File: config.mk
export PLATFORM = sky130hd
export DESIGN_NAME = sync_debounce
export DESIGN_NICKNAME = d
export VERILOG_FILES = /design/src/rtl/sync_debounce.sv
export SDC_FILE = /design/constraint.sdc
export NUM_CORES = 1
export LEC_CHECK = 0
export ABC_AREA = 1
export CAP_MARGIN = 20
export CORE_MARGIN = 1
export CORE_UTILIZATION = 34
export DETAILED_ROUTE_END_ITERATION = 6
export PLACE_DENSITY = 0.48
export SETUP_SLACK_MARGIN = 0.02
export SLEW_MARGIN = 25
export SYNTH_ARGS = -nofsm -noshare
export SYNTH_HDL_FRONTEND = slang
export SYNTH_SLANG_ARGS = --single-unit
export TNS_END_PERCENT = 5
File: constraint.sdc
create_clock -name clk -period 3.4 [get_ports clk]
set_input_delay 0.68 -clock clk [delete_from_list [all_inputs] [get_ports clk]]
set_output_delay 0.68 -clock clk [all_outputs]
set_load 0.02 [all_outputs]
File: src/rtl/sync_debounce.sv
// ---------------------------------------------------------------------------
// sync_debounce
//
// Multi-channel input conditioner for asynchronous level inputs such as keys,
// switches and external strobes. Each channel passes through a SYNC_NUM-deep
// flop synchroniser and then a debounce counter. The debounced level only
// changes once the synchronised input has disagreed with it for DEBOUNCE_CYC
// consecutive cycles. One-cycle edge pulses are produced when the debounced
// level changes.
//
// Parameters
//   WIDTH         number of independent channels (>= 1)
//   SYNC_NUM      synchroniser depth in flops (2..4)
//   DEBOUNCE_CYC  consecutive disagreeing cycles before dout updates (>= 1)
//   RST_VAL       reset value of every synchroniser flop and of dout
//
// Ports
//   clk    in   1      system clock, all logic on posedge
//   rst    in   1      synchronous reset, active-high
//   din    in   WIDTH  asynchronous raw inputs
//   dout   out  WIDTH  debounced, clk-synchronous level
//   rise   out  WIDTH  1-cycle pulse when dout[i] goes 0->1
//   fall   out  WIDTH  1-cycle pulse when dout[i] goes 1->0
//   busy   out  WIDTH  1 while the channel counter is non-zero
//
// Build option
//   SYNC_DEBOUNCE_EDGE_EN  defined   : rise/fall pulses are generated.
//                          undefined : no edge logic, rise/fall tied to 0.
//   dout, busy and latency are the same in both builds.
//
// Latency: with din stable before edge 1, dout changes at edge
// SYNC_NUM + DEBOUNCE_CYC.
// ---------------------------------------------------------------------------
module sync_debounce #(
    parameter int unsigned WIDTH        = 4,
    parameter int unsigned SYNC_NUM     = 2,
    parameter int unsigned DEBOUNCE_CYC = 1000000,
    parameter logic        RST_VAL      = 1'b0
) (
    input  logic             clk,
    input  logic             rst,
    input  logic [WIDTH-1:0] din,
    output logic [WIDTH-1:0] dout,
    output logic [WIDTH-1:0] rise,
    output logic [WIDTH-1:0] fall,
    output logic [WIDTH-1:0] busy
);

    localparam int unsigned      CNT_W    = $clog2(DEBOUNCE_CYC + 1);
    // Count value at which the next disagreeing cycle commits the new level.
    localparam logic [CNT_W-1:0] CNT_LAST = CNT_W'(DEBOUNCE_CYC - 1);

    // -----------------------------------------------------------------------
    // Synchroniser: stage k holds all channels. Pure flop chain, no logic
    // between stages; only the last stage feeds the debounce logic.
    // -----------------------------------------------------------------------
    logic [WIDTH-1:0] sync_q [SYNC_NUM];
    logic [WIDTH-1:0] ss;

    // NOTE: sequential state is updated with non-blocking assignments so every
    // stage samples its predecessor's pre-edge value; blocking would collapse
    // the chain into a single flop.
    always_ff @(posedge clk) begin
        if (rst) begin
            for (int k = 0; k < int'(SYNC_NUM); k++) begin
                sync_q[k] <= {WIDTH{RST_VAL}};
            end
        end else begin
            sync_q[0] <= din;
            for (int k = 1; k < int'(SYNC_NUM); k++) begin
                sync_q[k] <= sync_q[k-1];
            end
        end
    end

    assign ss = sync_q[SYNC_NUM-1];

    // -----------------------------------------------------------------------
    // Debounce: one counter per channel counts consecutive cycles where the
    // synchronised level disagrees with dout. Any agreeing cycle clears it,
    // so a disagreement has to persist unbroken for DEBOUNCE_CYC cycles.
    // -----------------------------------------------------------------------
    logic [CNT_W-1:0] cnt_q [WIDTH];
    logic [CNT_W-1:0] cnt_d [WIDTH];
    logic [WIDTH-1:0] dout_q;
    logic [WIDTH-1:0] dout_d;

    // NOTE: every output of this block gets a default before any branch, so
    // no path leaves a signal unassigned and no latch is inferred.
    always_comb begin
        cnt_d  = cnt_q;
        dout_d = dout_q;
        for (int i = 0; i < int'(WIDTH); i++) begin
            if (ss[i] == dout_q[i]) begin
                cnt_d[i] = '0;
            end else if (cnt_q[i] == CNT_LAST) begin
                // Disagreement has lasted the full window: commit the level.
                dout_d[i] = ss[i];
                cnt_d[i]  = '0;
            end else begin
                cnt_d[i] = cnt_q[i] + CNT_W'(1);
            end
        end
    end

    // NOTE: the counters are reset along with dout; a count surviving reset
    // would shorten the first debounce window after release.
    always_ff @(posedge clk) begin
        if (rst) begin
            dout_q <= {WIDTH{RST_VAL}};
            for (int i = 0; i < int'(WIDTH); i++) begin
                cnt_q[i] <= '0;
            end
        end else begin
            dout_q <= dout_d;
            for (int i = 0; i < int'(WIDTH); i++) begin
                cnt_q[i] <= cnt_d[i];
            end
        end
    end

    assign dout = dout_q;

    always_comb begin
        busy = '0;
        for (int i = 0; i < int'(WIDTH); i++) begin
            busy[i] = (cnt_q[i] != '0);
        end
    end

    // -----------------------------------------------------------------------
    // Edge pulses: registered from the dout transition so they line up with
    // the cycle in which dout shows the new level. A channel changes dout in
    // one direction per edge, so rise and fall are mutually exclusive.
    // -----------------------------------------------------------------------
`ifdef SYNC_DEBOUNCE_EDGE_EN
    logic [WIDTH-1:0] rise_q;
    logic [WIDTH-1:0] fall_q;

    always_ff @(posedge clk) begin
        if (rst) begin
            rise_q <= '0;
            fall_q <= '0;
        end else begin
            rise_q <= dout_d & ~dout_q;
            fall_q <= ~dout_d & dout_q;
        end
    end

    assign rise = rise_q;
    assign fall = fall_q;
`else
    // Ports stay in place so the interface is identical in both builds.
    assign rise = '0;
    assign fall = '0;
`endif

endmodule

==> flow_metrics.rpt, run 1 <==
RUN METRICS
----------------------------------------------------
[Setup path]
  Ordered cell list for the critical path ........................ inv_1 -> ha_1 -> nand3_1 -> nor4_1 -> nand4_1 -> clkdlybuf4s50_1
  Startpoint of the worst register-to-register path ........................ cnt_q[40]$_SDFF_PP0_
  Buffering stage count on the worst path with inverters included ........................ 2
  Count of cell instances traversed by the critical path ........................ 6
  Required time at the endpoint of the critical path ........................ 2.72 ns
  Capture point of the critical path ........................ busy[2]
  FF-to-FF End ........................ cnt_q[51]$_SDFF_PP0_
  Worst stage delay on the critical path ........................ 0.56 ns
  Slowest cell on the critical path ........................ sky130_fd_sc_hd__clkdlybuf4s50_1
  Critical Path Source Type ........................ flop
  Nature of the critical path endpoint ........................ primary output
  Crit-path max FO ........................ 6
  Worst setup slack for register-to-register paths ........................ 1.46 ns
  Cell family with most CP delay ........................ buffers and inverters

[Die]
  Height of the die ........................ 122 um
  Core area ........................ 0.0139 mm^2
  Die Width ........................ 122 um
  # IOs ........................ 22
  Floorplan Utilization ........................ 0.349
  Total die size ........................ 0.0148 mm^2
  Placement Rows ........................ 43

[Power and ir drop]
  Design Power ........................ 2.09 mW
  Part of the power in the clock network ........................ 0.458
  Power drawn by the sequential cells ........................ 1.09 mW
  Switching Power ........................ 0.487 mW
  Total power density per cell area ........................ 385 mW/mm^2
  Power attributed to combinational cells ........................ 0.0447 mW
  Logic gate share of total power ........................ 0.021
  Internal power component ........................ 1.60 mW
  Switching portion of total power ........................ 0.233
  Leakage power total ........................ 1.74 nW

[Layout]
  Post-Layout Cell Count ........................ 939
  Layout cell share with drive strength beyond 1 ........................ 0.0461
  Synthesis-to-layout area growth ........................ 11.5%
  Finished Cell Area ........................ 0.00542 mm^2
  Most frequent logic cell in the layout ........................ sky130_fd_sc_hd__nand2_1
  Invs w/o clock ........................ 78
  Storage cell area ........................ 0.00184 mm^2
  Share of the final layout cell area in sequential cells ........................ 0.340
  Count of plain and timing-repair buffers in the layout ........................ 14
  Clock-cell share ........................ 0.0515
  N_diodes ........................ 0
  Final non-clock buffer share ........................ 0.0254
  Most frequent cells in the layout ........................ 185 x sky130_fd_sc_hd__nand2_1, 179 x sky130_fd_sc_hd__nor2_1, 92 x sky130_fd_sc_hd__dfxtp_1
  Clock buffer cells ........................ 10
  Layout Utilization ........................ 0.389
  Fill cell total of the finished layout ........................ 1508
  Multi-input gate area ........................ 0.00265 mm^2
  Flop count ........................ 92

[CTS]
  CTS buffer count ........................ 9
  Num Clock Sinks ........................ 92
  Clock tree from TritonCTS ........................ done
  Insertion delay to the later sink of the worst-skew pair ........................ 0.35 ns
  Clk slew on worst S/H paths ........................ 0.07 ns
  Buffer count from post-CTS setup fixing ........................ 0
  Max H-tree Level ........................ 3

[Min path]
  Classification of the worst-slack hold path ........................ flop to flop
  Hold Path Sink ........................ sync_q[0][7]$_SDFF_PP0_
  Worst hold start ........................ sync_q[0][3]$_SDFF_PP0_
  Min-Delay Path Depth ........................ 2

[Job]
  Warning total across the stage logs ........................ 30
  Max-cap violations ........................ 0

[Logic synthesis]
  Number of instances in the synthesized netlist ........................ 737
  Multiplexer share ........................ 0
  Post-synthesis cell type count ........................ 31
  Post-synthesis share of cell area spent on and-or and or-and gates ........................ 0.0486
  Post-Synth Simple-Gate Area ........................ 0.406
  Mean post-synth cell area ........................ 6.60 um^2
  Dominant kind of combinational cell ........................ simple AND/OR/NAND/NOR gates
  Yosys cell count ........................ 737
  Adder Area Share ........................ 0.0206
  Post-synthesis instance area ........................ 0.00486 mm^2

[Detailed routing]
  Via Count ........................ 4249
  Count of nets left with antenna violations after detail routing ........................ 0
  Initial detailed-routing violation count ........................ 371
  Detail-routed via count per cell ........................ 4.53
  Met2 wire length ........................ 4630 um
  DRC Markers ........................ 0

[Final timing]
  Measured slew at the worst slew-check pin ........................ 0.694 ns
  Final critical path time including I/O delays and setup ........................ 2.59 ns
  Final Skew ........................ 0.00547 ns
  Worst Setup Slack, final ........................ 0.807 ns
  Setup TNS after final layout ........................ 0 ns
  Upper clock frequency limit ........................ 0.386 GHz
  Worst hold slack across all endpoints ........................ 0.395 ns
  RSZ-0062 raised after global routing ........................ false
  Number of setup violations in the final report ........................ 0
  Hold Vio Cnt, Final ........................ 0

[Placed design]
  Number of buffers inserted by port buffering ........................ 13
  Post-place setup slack ........................ 1.18 ns

[Run status]
  Result of the run ........................ complete, no violations

[Global route]
  First-pass GRT wire length ........................ 18600 um
  Layer with the highest usage ........................ met2
  Aggregate global-route resource usage ........................ 0.158

----------------------------------------------------
-- run 1: cell usage after synthesis (all sizes together) --
master,instances,area share
nand4,13,0.017
nand2,189,0.15
inv,78,0.060
and2,2,0.0026
nor3,7,0.0082
clkbuf,1,0.00077
dfxtp,92,0.38
xor2,18,0.032
o21bai,3,0.0069
ha,8,0.021
conb,1,0.00077
buf,14,0.022
nand3,52,0.060
or2,11,0.014
o21ai,7,0.0072
nor4,5,0.0064
a21boi,1,0.0015
xnor2,17,0.031
nor2,183,0.14
nand3b,3,0.0046
a21oi,32,0.033
-- run 1: registers in the layout (all words and copies together) (netlist names) --
register / count
dout: 4
cnt_q: 80
sync_q: 8
**Run 1: metal 3**

Scale bar: 20 um. Cells faint in the background.
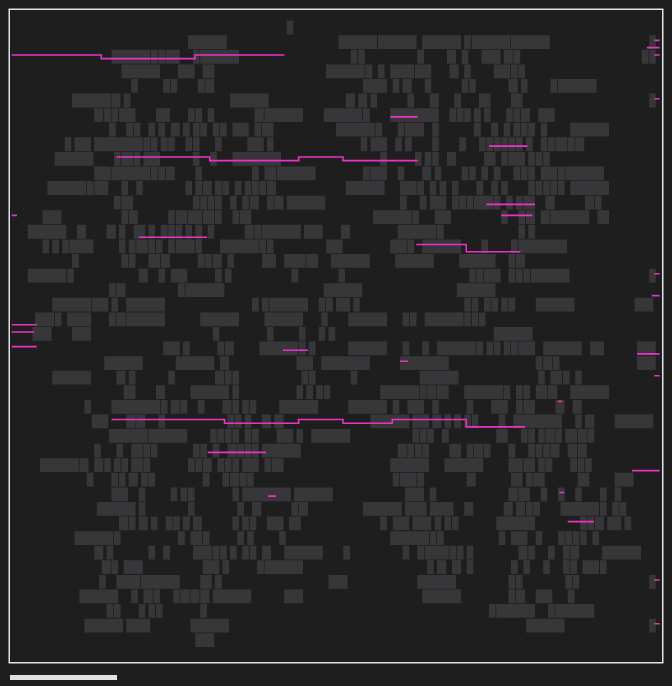
main direction: horizontal
wire length on this layer: 303 um
share of all routed wire: 2.9%
longest straight run: 20.9 um

**Run 1: track usage over the die**

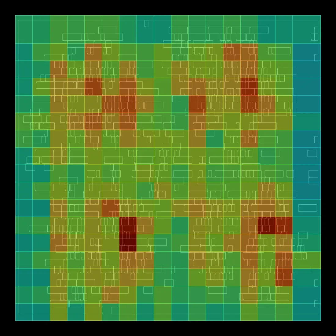
fraction of met3 tracks used by global routing: 0.0435
global routing met1 resource utilization: 0.202

**Run 1: signal wires by layer**

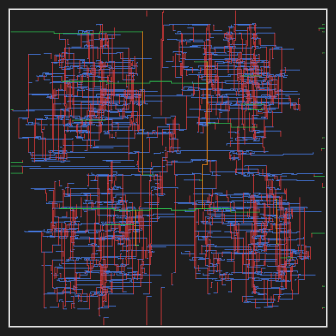
[orange] metal 4 | wire length: 144 um
[red] metal 2 | wire length: 4630 um
[green] metal 3 | wire length: 303 um
[blue] metal 1 | wire length: 5390 um

**Run 1: signal wires on met2**

Cells faint in the background.
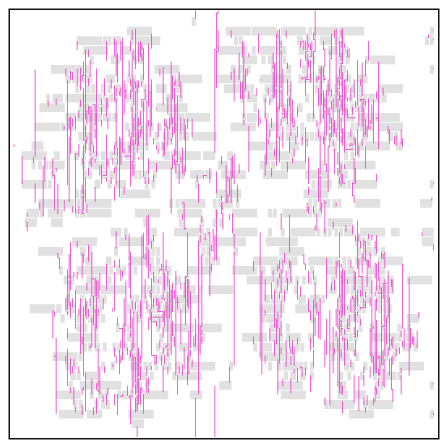
longest straight run: 43.5 um
share of all routed wire: 44%
nets with wire on the layer: 568
main direction: vertical
wire length on this layer: 4630 um

**Run 1: clock wires, drivers and flops**

Scale bar: 20 um.
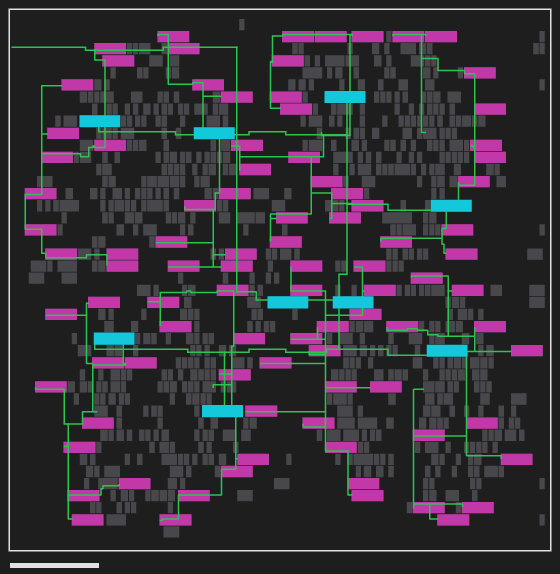

--- run 2 (diff from run 1) ---
--- a/config.mk
+++ b/config.mk
@@ -10,7 +10,7 @@
 export CORE_MARGIN = 1
 export CORE_UTILIZATION = 34
 export DETAILED_ROUTE_END_ITERATION = 6
-export PLACE_DENSITY = 0.48
+export PLACE_DENSITY = 0.5
 export SETUP_SLACK_MARGIN = 0.02
 export SLEW_MARGIN = 25
 export SYNTH_ARGS = -nofsm -noshare
==> constraint.sdc (replaced) <==
create_clock -name clk -period 2.22 [get_ports clk]
set_input_delay 0.444 -clock clk [delete_from_list [all_inputs] [get_ports clk]]
set_output_delay 0.444 -clock clk [all_outputs]
set_load 0.02 [all_outputs]
**Run 2: clock wires, drivers and flops**

Scale bar: 20 um.
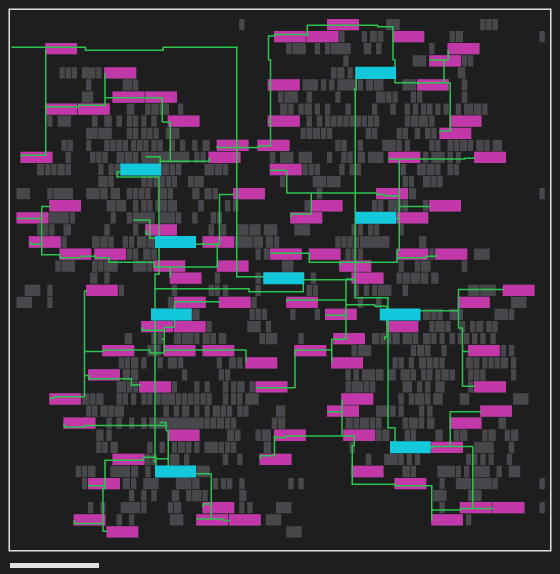
[cyan] clock drivers | count: 9
[magenta] flip-flops | count: 92
[green] clock wires | length: 1300 um
routed clock nets: 10
flops lie: all over the die

**Run 2: track usage over the die**

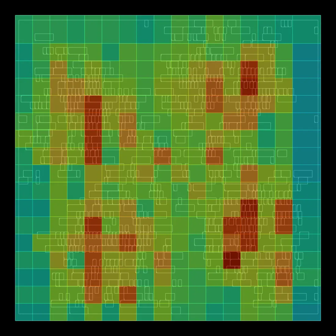
global routing met1 resource utilization: 0.207
layer with the highest usage: met2

==> flow_metrics.rpt, run 2 <==
RUN METRICS
----------------------------------------------------
[Power and ir drop]
  Part of the power in the clock network ........................ 0.485 (was 0.458)
  Internal power component ........................ 2.69 mW (was 1.60 mW)
  Power drawn by the sequential cells ........................ 1.66 mW (was 1.09 mW)
  Design Power ........................ 3.36 mW (was 2.09 mW)
  Switching Power ........................ 0.674 mW (was 0.487 mW)
  Clock-net power ........................ 1.63 mW (was 0.957 mW)
  Total power density per cell area ........................ 614 mW/mm^2 (was 385 mW/mm^2)
  Logic gate share of total power ........................ 0.020 (was 0.021)
  Power attributed to combinational cells ........................ 0.0682 mW (was 0.0447 mW)
  Worst VDD drop ........................ 0.301 mV (was 0.243 mV)
  Main power group ........................ sequential cells (unchanged)
  Leakage power total ........................ 1.80 nW (was 1.74 nW)
  Share of power burned in registers ........................ 0.495 (was 0.520)
  Switching portion of total power ........................ 0.200 (was 0.233)

[Detailed routing]
  Met2 wire length ........................ 4670 um (was 4630 um)
  Count of nets left with antenna violations after detail routing ........................ 0 (unchanged)
  DRC Markers ........................ 0 (unchanged)
  Initial detailed-routing violation count ........................ 375 (was 371)
  Met3 routed WL ........................ 446 um (was 302 um)
  Detailed-routing iteration count for the pre-antenna-repair pass ........................ 5 (was 4)
  Detail-routed via count per cell ........................ 4.61 (was 4.53)
  Met1 wire length ........................ 5240 um (was 5390 um)
  Detailed-route wire length per cell ........................ 11.2 um (was 11.1 um)

[CTS]
  Root buffer cell ........................ sky130_fd_sc_hd__clkbuf_16 (unchanged)
  Clock tree from TritonCTS ........................ done (unchanged)
  Max H-tree Level ........................ 3 (unchanged)
  Buffer count from post-CTS setup fixing ........................ 0 (unchanged)
  Post-cts gate resize count ........................ 4 (was 0)
  Number of buffers inserted by hold repair at cts ........................ 0 (unchanged)
  Insertion delay to the later sink of the worst-skew pair ........................ 0.34 ns (was 0.35 ns)
  Num Clock Sinks ........................ 92 (unchanged)
  Clk slew on worst S/H paths ........................ 0.06 ns (was 0.07 ns)
  CTS buffer count ........................ 9 (unchanged)
  Buffer depth of the longest clock path ........................ 2 (unchanged)

[Final timing]
  Setup TNS after final layout ........................ 0 ns (unchanged)
  Hold Vio Cnt, Final ........................ 0 (unchanged)
  Number of setup violations in the final report ........................ 0 (unchanged)
  Final slew viol count ........................ 0 (unchanged)
  Portion of the clock cycle consumed by the worst path in the final layout ........................ 0.925
  Worst hold slack across all endpoints ........................ 0.403 ns (was 0.395 ns)
  Measured slew at the worst slew-check pin ........................ 0.505 ns (was 0.694 ns)
  Worst Setup Slack, final ........................ 0.168 ns (was 0.807 ns)
  Slew HR ........................ 0.662 (was 0.536)
  Final critical path time including I/O delays and setup ........................ 2.05 ns
  Upper clock frequency limit ........................ 0.487 GHz
  RSZ-0062 raised after global routing ........................ false (unchanged)
  Final Skew ........................ 0.00659 ns (was 0.00547 ns)

[Setup path]
  Worst stage delay on the critical path ........................ 0.34 ns (was 0.56 ns)
  Crit-path max FO ........................ 4 (was 6)
  Crit path arrival time ........................ 1.61 ns (was 1.91 ns)
  Crit Path Class ........................ flop to primary output (unchanged)
  Startpoint of the worst register-to-register path ........................ cnt_q[60]$_SDFF_PP0_ (was cnt_q[40]$_SDFF_PP0_)
  FF-to-FF End ........................ cnt_q[73]$_SDFF_PP0_ (was cnt_q[51]$_SDFF_PP0_)
  Critical Path Source Type ........................ flop (unchanged)
  Count of cell instances traversed by the critical path ........................ 6 (unchanged)
  Capture point of the critical path ........................ busy[3] (was busy[2])
  Buffering stage count on the worst path with inverters included ........................ 2 (unchanged)
  Critical Path Start ........................ cnt_q[0]$_SDFF_PP0_ (was cnt_q[20]$_SDFF_PP0_)
  Worst setup slack for register-to-register paths ........................ 0.42 ns (was 1.46 ns)
  Required time at the endpoint of the critical path ........................ 1.78 ns (was 2.72 ns)
  Slowest cell on the critical path ........................ sky130_fd_sc_hd__dlygate4sd2_1 (was sky130_fd_sc_hd__clkdlybuf4s50_1)
  Cell family with most CP delay ........................ buffers and inverters (unchanged)
  Nature of the critical path endpoint ........................ primary output (unchanged)
  Ordered cell list for the critical path ........................ inv_1 -> ha_1 -> nand4_1 -> nor4_1 -> nand3_1 -> dlygate4sd2_1 (was inv_1 -> ha_1 -> nand3_1 -> nor4_1 -> nand4_1 -> clkdlybuf4s50_1)
  R2r worst-path depth ........................ 6 (unchanged)

[Layout]
  Reg with most FFs ........................ cnt_q (unchanged)
  Most frequent logic cell in the layout ........................ sky130_fd_sc_hd__nand2_1 (unchanged)
  Synthesis-to-layout area growth ........................ 12.6% (was 11.5%)
  Layout cell share with drive strength beyond 1 ........................ 0.0473 (was 0.0461)
  Post-Layout Cell Count ........................ 941 (was 939)
  Number of flip-flops in the largest register ........................ 80 (unchanged)
  N_diodes ........................ 0 (unchanged)
  Fill cell total of the finished layout ........................ 1485 (was 1508)
  Final #Nets ........................ 772 (was 768)
  Most frequent cells in the layout ........................ 185 x sky130_fd_sc_hd__nand2_1, 179 x sky130_fd_sc_hd__nor2_1, 92 x sky130_fd_sc_hd__dfxtp_1 (unchanged)
  Finished Cell Area ........................ 0.00548 mm^2 (was 0.00542 mm^2)
  Layout Utilization ........................ 0.393 (was 0.389)

[Min path]
  Hold Path Sink ........................ sync_q[0][7]$_SDFF_PP0_ (unchanged)
  Classification of the worst-slack hold path ........................ flop to flop (unchanged)
  Worst hold start ........................ sync_q[0][3]$_SDFF_PP0_ (unchanged)
  Min-Delay Path Depth ........................ 2 (unchanged)

[Logic synthesis]
  Share of flip-flops with an asynchronous set or reset ........................ 0 (unchanged)
  Yosys cell count ........................ 737 (unchanged)
  Top cells by count, synth ........................ 185 x sky130_fd_sc_hd__nand2_1, 179 x sky130_fd_sc_hd__nor2_1, 92 x sky130_fd_sc_hd__dfxtp_1 (unchanged)
  Number of instances in the synthesized netlist ........................ 737 (unchanged)
  Most frequent cell after synthesis ........................ sky130_fd_sc_hd__nand2_1 (unchanged)
  Post-synthesis cell type with the largest combined area ........................ sky130_fd_sc_hd__dfxtp_1 (unchanged)
  Flops after synth ........................ 92 (unchanged)
  Post-synthesis instance area ........................ 0.00486 mm^2 (unchanged)
  Dominant register cell ........................ sky130_fd_sc_hd__dfxtp_1 (unchanged)
  Yosys top cell area share ........................ 0.379 (unchanged)
  Mean post-synth cell area ........................ 6.60 um^2 (unchanged)
  Yosys Warn Count ........................ 0 (unchanged)
  Post-synthesis cell type count ........................ 31 (unchanged)
  Sequential share of the synthesized area ........................ 0.379 (unchanged)
  Yosys chip area ........................ 0.00486 mm^2 (unchanged)
  Most area-consuming cells after synthesis ........................ sky130_fd_sc_hd__dfxtp_1 38%, sky130_fd_sc_hd__nand2_1 14%, sky130_fd_sc_hd__nor2_1 14% (unchanged)
  Number of enable-type register cells in the synthesized netlist ........................ 0 (unchanged)

[Die]
  Die Width ........................ 122 um (unchanged)
  Floorplan Utilization ........................ 0.349 (unchanged)
  Total die size ........................ 0.0148 mm^2 (unchanged)
  Height of the die ........................ 122 um (unchanged)
  # IOs ........................ 22 (unchanged)
  Placement Rows ........................ 43 (unchanged)
  Core area ........................ 0.0139 mm^2 (unchanged)

[Placed design]
  Post-place setup slack ........................ 0.299 ns (was 1.18 ns)
  Number of instances in the placed design ........................ 927 (was 923)
  Number of buffers inserted by port buffering ........................ 13 (unchanged)
  Post-DP HPWL ........................ 8020 um (was 7860 um)
  Instance area at placement ........................ 0.00517 mm^2 (was 0.00514 mm^2)

[Global route]
  Met2 track demand over resource ........................ 0.239 (was 0.260)
  First-pass GRT wire length ........................ 18100 um (was 18600 um)
  Largest net degree at the start of global routing ........................ 21 (unchanged)
  Initial antenna violation count ........................ 0 (unchanged)
  GRT overflow ........................ 0 (unchanged)
  Aggregate global-route resource usage ........................ 0.154 (was 0.158)

[Job]
  Warning total across the stage logs ........................ 30 (unchanged)
  Max-cap violations ........................ 0 (unchanged)

[Run status]
  Result of the run ........................ complete, no violations (unchanged)

----------------------------------------------------
**Run 2: metal 3**

Scale bar: 20 um. Cells faint in the background.
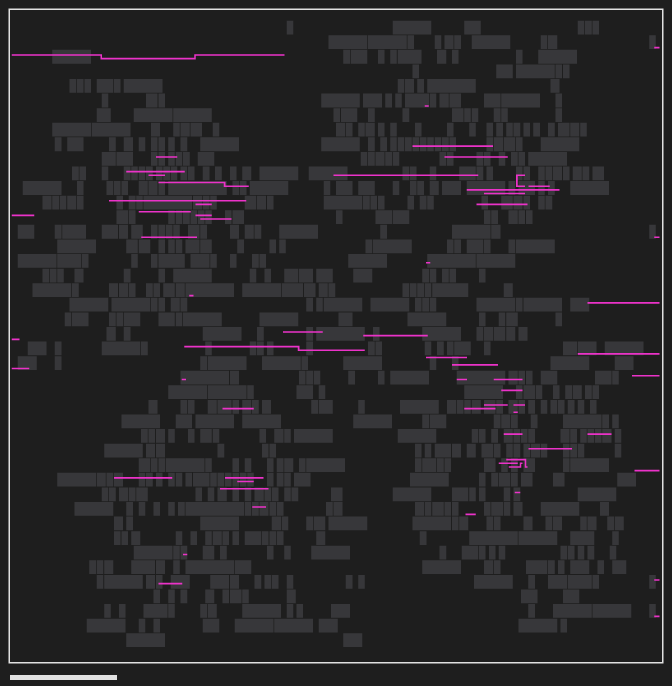
fraction of met3 tracks used by global routing: 0.0272
Via Count: 4337
total routed wirelength: 10600 um

run 2: layout make-up:
type	count	area (um^2)	share of cell area
Clock buffer	12	246	0.0450
Sequential cell	92	1840	0.336
Timing Repair Buffer	18	164	0.0299
Multi-Input combinational cell	559	2650	0.483
Tap cell	180	225	0.0411
Clock inverter	2	60.1	0.0110
Inverter	78	293	0.0535
run 2: kinds of logic after synthesis:
logic type / after synthesis / share of synthesized area
XOR/XNOR: 35 / 0.0630
other: 1 / 0.000771
AND-OR/OR-AND: 43 / 0.0486
adder cells (fa/ha/maj): 8 / 0.0206
flip-flops: 92 / 0.379
buffers and inverters: 93 / 0.0826
AND/OR/NAND/NOR: 465 / 0.406
Power is estimated from default activity; no workload was simulated.
